$ cat src/rtl/fpu_pkg.sv
// rtl/fpu_pkg.sv - shared types and constants for the FPU special-case resolver
package fpu_pkg;

   typedef enum logic [2:0] {
      FPU_ADD = 3'd0,
      FPU_SUB = 3'd1,
      FPU_MUL = 3'd2,
      FPU_DIV = 3'd3
   } fpu_op_e;

   localparam logic [31:0] QNAN  = 32'h7FC0_0000;
   localparam logic [31:0] P_INF = 32'h7F80_0000;
   localparam logic [31:0] N_INF = 32'hFF80_0000;

   // Special-number flags as produced by the upstream detector
   typedef struct packed {
      logic inf;
      logic ind;
      logic qnan;
      logic snan;
      logic opa_inf;
      logic opb_inf;
      logic opa_00;
      logic opb_00;
   } exc_flags_t;

   // One resolved decision, before it is registered
   typedef struct packed {
      logic        hit;
      logic [31:0] result;
      logic        invalid;
      logic        div_zero;
   } exc_res_t;

   function automatic logic [31:0] signed_inf(input logic s);
      return s ? N_INF : P_INF;
   endfunction

endpackage

$ cat src/rtl/fpu_exc_sticky.sv
// rtl/fpu_exc_sticky.sv - sticky exception bits and saturating invalid-op counter
module fpu_exc_sticky #(
   parameter int CNT_W = 16
) (
   input  logic             clk,
   input  logic             reset,
   input  logic             clr_sticky,
   input  logic             set_inv,
   input  logic             set_dz,
   output logic             sticky_inv,
   output logic             sticky_dz,
   output logic [CNT_W-1:0] inv_cnt
);

   // A new flag beats a coincident clear; the counter restarts at 1 in that case
   always_ff @(posedge clk or posedge reset) begin
      if (reset) begin
         sticky_inv <= 1'b0;
         sticky_dz  <= 1'b0;
         inv_cnt    <= '0;
      end else begin
         if (set_inv)
            sticky_inv <= 1'b1;
         else if (clr_sticky)
            sticky_inv <= 1'b0;

         if (set_dz)
            sticky_dz <= 1'b1;
         else if (clr_sticky)
            sticky_dz <= 1'b0;

         if (clr_sticky)
            inv_cnt <= set_inv ? CNT_W'(1) : '0;
         else if (set_inv && (inv_cnt != '1))
            inv_cnt <= inv_cnt + CNT_W'(1);
      end
   end

endmodule

$ cat src/rtl/fpu_exc_resolve.sv
// rtl/fpu_exc_resolve.sv - resolves special-case results and exception flags per FPU op
module fpu_exc_resolve
   import fpu_pkg::*;
#(
   parameter int CNT_W = 16,
   parameter int LAT   = 2
) (
   input  logic             clk,
   input  logic             reset,
   input  logic             valid_in,
   input  logic [2:0]       fpu_op,
   input  logic             sign_a,
   input  logic             sign_b,
   input  logic             qnan,
   input  logic             snan,
   input  logic             inf,
   input  logic             ind,
   input  logic             opa_inf,
   input  logic             opb_inf,
   input  logic             opa_00,
   input  logic             opb_00,
   input  logic             clr_sticky,
   output logic             out_valid,
   output logic             spec_hit,
   output logic [31:0]      spec_result,
   output logic             invalid,
   output logic             div_zero,
   output logic             sticky_inv,
   output logic             sticky_dz,
   output logic [CNT_W-1:0] inv_cnt
);

   logic [LAT-1:0] v_pipe;
   logic [2:0]     op_pipe [LAT];
   logic [LAT-1:0] sa_pipe;
   logic [LAT-1:0] sb_pipe;

   logic           v_al;
   logic [2:0]     op_al;
   logic           sa_al;
   logic           sb_al;
   logic           eff_sb;
   logic           sxor;
   exc_flags_t     flags;
   exc_res_t       dec;

   assign flags = {inf, ind, qnan, snan, opa_inf, opb_inf, opa_00, opb_00};

   // Delay op control so it lines up with the detector flags
   always_ff @(posedge clk or posedge reset) begin
      if (reset) begin
         v_pipe  <= '0;
         sa_pipe <= '0;
         sb_pipe <= '0;
         for (int i = 0; i < LAT; i++)
            op_pipe[i] <= '0;
      end else begin
         v_pipe[0]  <= valid_in;
         op_pipe[0] <= fpu_op;
         sa_pipe[0] <= sign_a;
         sb_pipe[0] <= sign_b;
         for (int i = 1; i < LAT; i++) begin
            v_pipe[i]  <= v_pipe[i-1];
            op_pipe[i] <= op_pipe[i-1];
            sa_pipe[i] <= sa_pipe[i-1];
            sb_pipe[i] <= sb_pipe[i-1];
         end
      end
   end

   assign v_al   = v_pipe[LAT-1];
   assign op_al  = op_pipe[LAT-1];
   assign sa_al  = sa_pipe[LAT-1];
   assign sb_al  = sb_pipe[LAT-1];
   assign eff_sb = (op_al == FPU_SUB) ? ~sb_al : sb_al;
   assign sxor   = sa_al ^ sb_al;

   // Priority decision; reserved opcodes and idle cycles never override the datapath
   always_comb begin
      dec = '0;
      if (v_al && !op_al[2]) begin
         if (flags.snan) begin
            dec.hit     = 1'b1;
            dec.result  = QNAN;
            dec.invalid = 1'b1;
         end else if (flags.qnan) begin
            dec.hit    = 1'b1;
            dec.result = QNAN;
         end else begin
            case (op_al)
               FPU_ADD, FPU_SUB: begin
                  if (flags.ind && (sa_al != eff_sb)) begin
                     dec.hit     = 1'b1;
                     dec.result  = QNAN;
                     dec.invalid = 1'b1;
                  end else if (flags.inf) begin
                     dec.hit    = 1'b1;
                     dec.result = signed_inf(flags.opa_inf ? sa_al : eff_sb);
                  end
               end
               FPU_MUL: begin
                  if ((flags.opa_inf && flags.opb_00) || (flags.opb_inf && flags.opa_00)) begin
                     dec.hit     = 1'b1;
                     dec.result  = QNAN;
                     dec.invalid = 1'b1;
                  end else if (flags.inf) begin
                     dec.hit    = 1'b1;
                     dec.result = signed_inf(sxor);
                  end
               end
               FPU_DIV: begin
                  if (flags.ind || (flags.opa_00 && flags.opb_00)) begin
                     dec.hit     = 1'b1;
                     dec.result  = QNAN;
                     dec.invalid = 1'b1;
                  end else if (flags.opa_inf) begin
                     dec.hit    = 1'b1;
                     dec.result = signed_inf(sxor);
                  end else if (flags.opb_inf) begin
                     dec.hit    = 1'b1;
                     dec.result = {sxor, 31'b0};
                  end else if (flags.opb_00) begin
                     dec.hit      = 1'b1;
                     dec.result   = signed_inf(sxor);
                     dec.div_zero = 1'b1;
                  end
               end
               default: ;
            endcase
         end
      end
   end

   // Register the decision; flags are already zero when the slot is empty
   always_ff @(posedge clk or posedge reset) begin
      if (reset) begin
         out_valid   <= 1'b0;
         spec_hit    <= 1'b0;
         spec_result <= '0;
         invalid     <= 1'b0;
         div_zero    <= 1'b0;
      end else begin
         out_valid   <= v_al;
         spec_hit    <= dec.hit;
         spec_result <= dec.result;
         invalid     <= dec.invalid;
         div_zero    <= dec.div_zero;
      end
   end

   fpu_exc_sticky #(
      .CNT_W (CNT_W)
   ) u_sticky (
      .clk        (clk),
      .reset      (reset),
      .clr_sticky (clr_sticky),
      .set_inv    (dec.invalid),
      .set_dz     (dec.div_zero),
      .sticky_inv (sticky_inv),
      .sticky_dz  (sticky_dz),
      .inv_cnt    (inv_cnt)
   );

endmodule

$ cat config.mk
export PLATFORM = sky130hd
export DESIGN_NAME = fpu_exc_resolve
export DESIGN_NICKNAME = d
export VERILOG_FILES = /design/src/rtl/fpu_pkg.sv /design/src/rtl/fpu_exc_sticky.sv /design/src/rtl/fpu_exc_resolve.sv
export SDC_FILE = /design/constraint.sdc
export NUM_CORES = 1
export LEC_CHECK = 0
export CAP_MARGIN = 10
export CORE_UTILIZATION = 40
export CTS_BUF_LIST = sky130_fd_sc_hd__clkbuf_8
export CTS_CLUSTER_DIAMETER = 200
export CTS_CLUSTER_SIZE = 8
export DETAILED_ROUTE_END_ITERATION = 10
export PLACE_DENSITY = 0.75
export SETUP_SLACK_MARGIN = 0.2
export SYNTH_ARGS = -nofsm -noshare
export SYNTH_HDL_FRONTEND = slang
export SYNTH_SLANG_ARGS = --single-unit
$ cat constraint.sdc
create_clock -name clk -period 5.1 [get_ports clk]
set_input_delay 1.02 -clock clk [delete_from_list [all_inputs] [get_ports clk]]
set_output_delay 1.02 -clock clk [all_outputs]
set_load 0.02 [all_outputs]
==> impl_metrics.json <==
{
  "synthMuxAreaShare_pct": 2.118,
  "wl_met3_um": 210,
  "antenna_found_initial": 0,
  "regMostFlops": "u_sticky.inv_cnt",
  "cts_resized": 0,
  "top_cell_area_share_pct": 46.11,
  "grt_pass1_wl_um": 6734,
  "powerDensity_mw_per_mm2": 245.2,
  "use_met2_pct": 27.93,
  "synth_cell_types": 47,
  "status": "complete, no violations",
  "fillers": 448,
  "syn_area_per_cell_um2": 10.14,
  "clk_pin_slew_ns": 0.08,
  "crit_arrival_ns": 3.14,
  "placed_cells": 300,
  "fin_skew_ns": 0.008391,
  "adder_share_pct": 0.6231,
  "ys_cells": 198,
  "end_kind": "flip-flop",
  "fmax_mhz": 340.4,
  "hold_viol": 0,
  "routed_via_density": 5.149,
  "sw_frac_of_total_pct": 28.75,
  "initCoreUtil_pct": 41.96
}
final cells by class:
cell class                 count  area share (%)
inverter                       5          0.7511
multi-input combinational    141           35.25
sequential                    37           37.06
clock buffer                   5           2.754
timing repair buffer          50           19.83
tap                           67           3.355
clock inverter                 3           1.002
placed cells by master (no fill, tap or decap), types with 3 or more instances in the layout:
cell / count
and3_1: 3
clkbuf_8: 5
nand2_1: 10
a21oi_1: 12
clkdlybuf4s50_1: 48
nor3_1: 4
or4_1: 4
nor2_1: 8
o31ai_1: 3
dfrtp_1: 37
or3_1: 9
o21a_1: 3
nand4_1: 8
nor2b_1: 5
o21ai_0: 7
conb_1: 22
inv_1: 5
nand3_1: 7
worst max path at each step:
stage / startpoint / to / slack (ns) / cells after the start
floorplan: opa_inf / u_sticky.inv_cnt[0]$_DFFE_PP0P_ / 2.66 / 6
global placement: ind / u_sticky.inv_cnt[13]$_DFFE_PP0P_ / 1.92 / 7
detailed placement: ind / u_sticky.inv_cnt[13]$_DFFE_PP0P_ / 1.86 / 7
CTS: ind / u_sticky.inv_cnt[13]$_DFFE_PP0P_ / 2.17 / 7
global route: ind / u_sticky.inv_cnt[13]$_DFFE_PP0P_ / 2.01 / 7
finish: ind / u_sticky.inv_cnt[13]$_DFFE_PP0P_ / 2.16 / 7
power by group through the flow:
stage	sequential (mW)	combinational, mW	clock, mW
after global routing	0.310	0.0978	0.232
after detailed placement	0.314	0.0903	0
after CTS	0.309	0.0905	0.221
after global placement	0.314	0.0891	0
after floorplan	0.317	0.0693	0
final	0.309	0.0901	0.214
critical path, delay by kind of cell:
family	cells	cell delay [ns]
AND/OR/NAND/NOR	4	1.24
buffers and inverters	2	0.74
AND-OR/OR-AND	1	0.14
Layout detail:
The bar under the picture is 10 um long. Window x 6 to 31, y 6 to 31 um. Cells in gray, sequential cells in the stronger gray; small squares are vias.
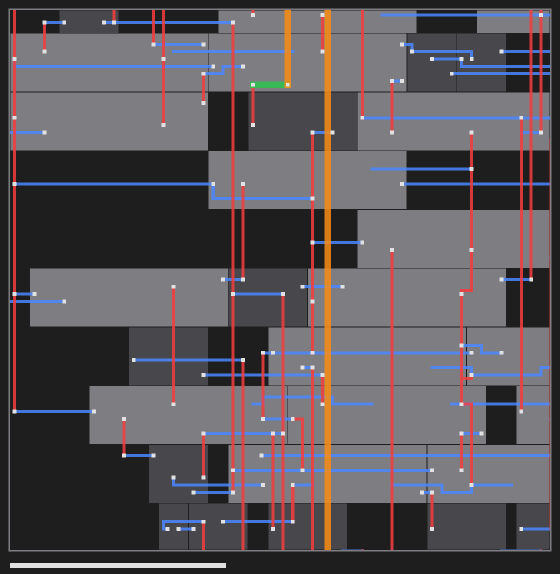
Key: met1 = blue; met3 = green; met4 = orange; met2 = red
Most frequent: dfrtp_1 (13), clkdlybuf4s50_1 (4). Sequential cells in the window: 13. Netlist names of flops here include `op_pipe` (3), `op_al` (2), `v_pipe` (2). 23 logic cells have their middle in the window.

Logic cells by family:
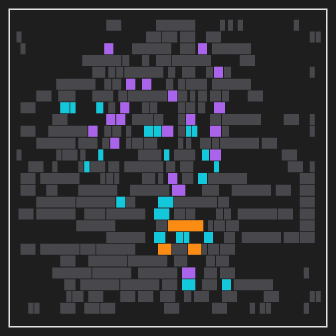
Key: NOR gates = cyan [cells 22, most used nor2_1, where center]; AND and OR gates = purple [cells 19, most used or3_1]; XOR/XNOR gates = orange [cells 3, most used xor2_1]
most common logic cell in the routed design: clkdlybuf4s50_1
combinational share of cell area: 35.25%
final std cells w/o fill: 308

Power figures rest on the tool's default switching activity, not on a simulated workload.
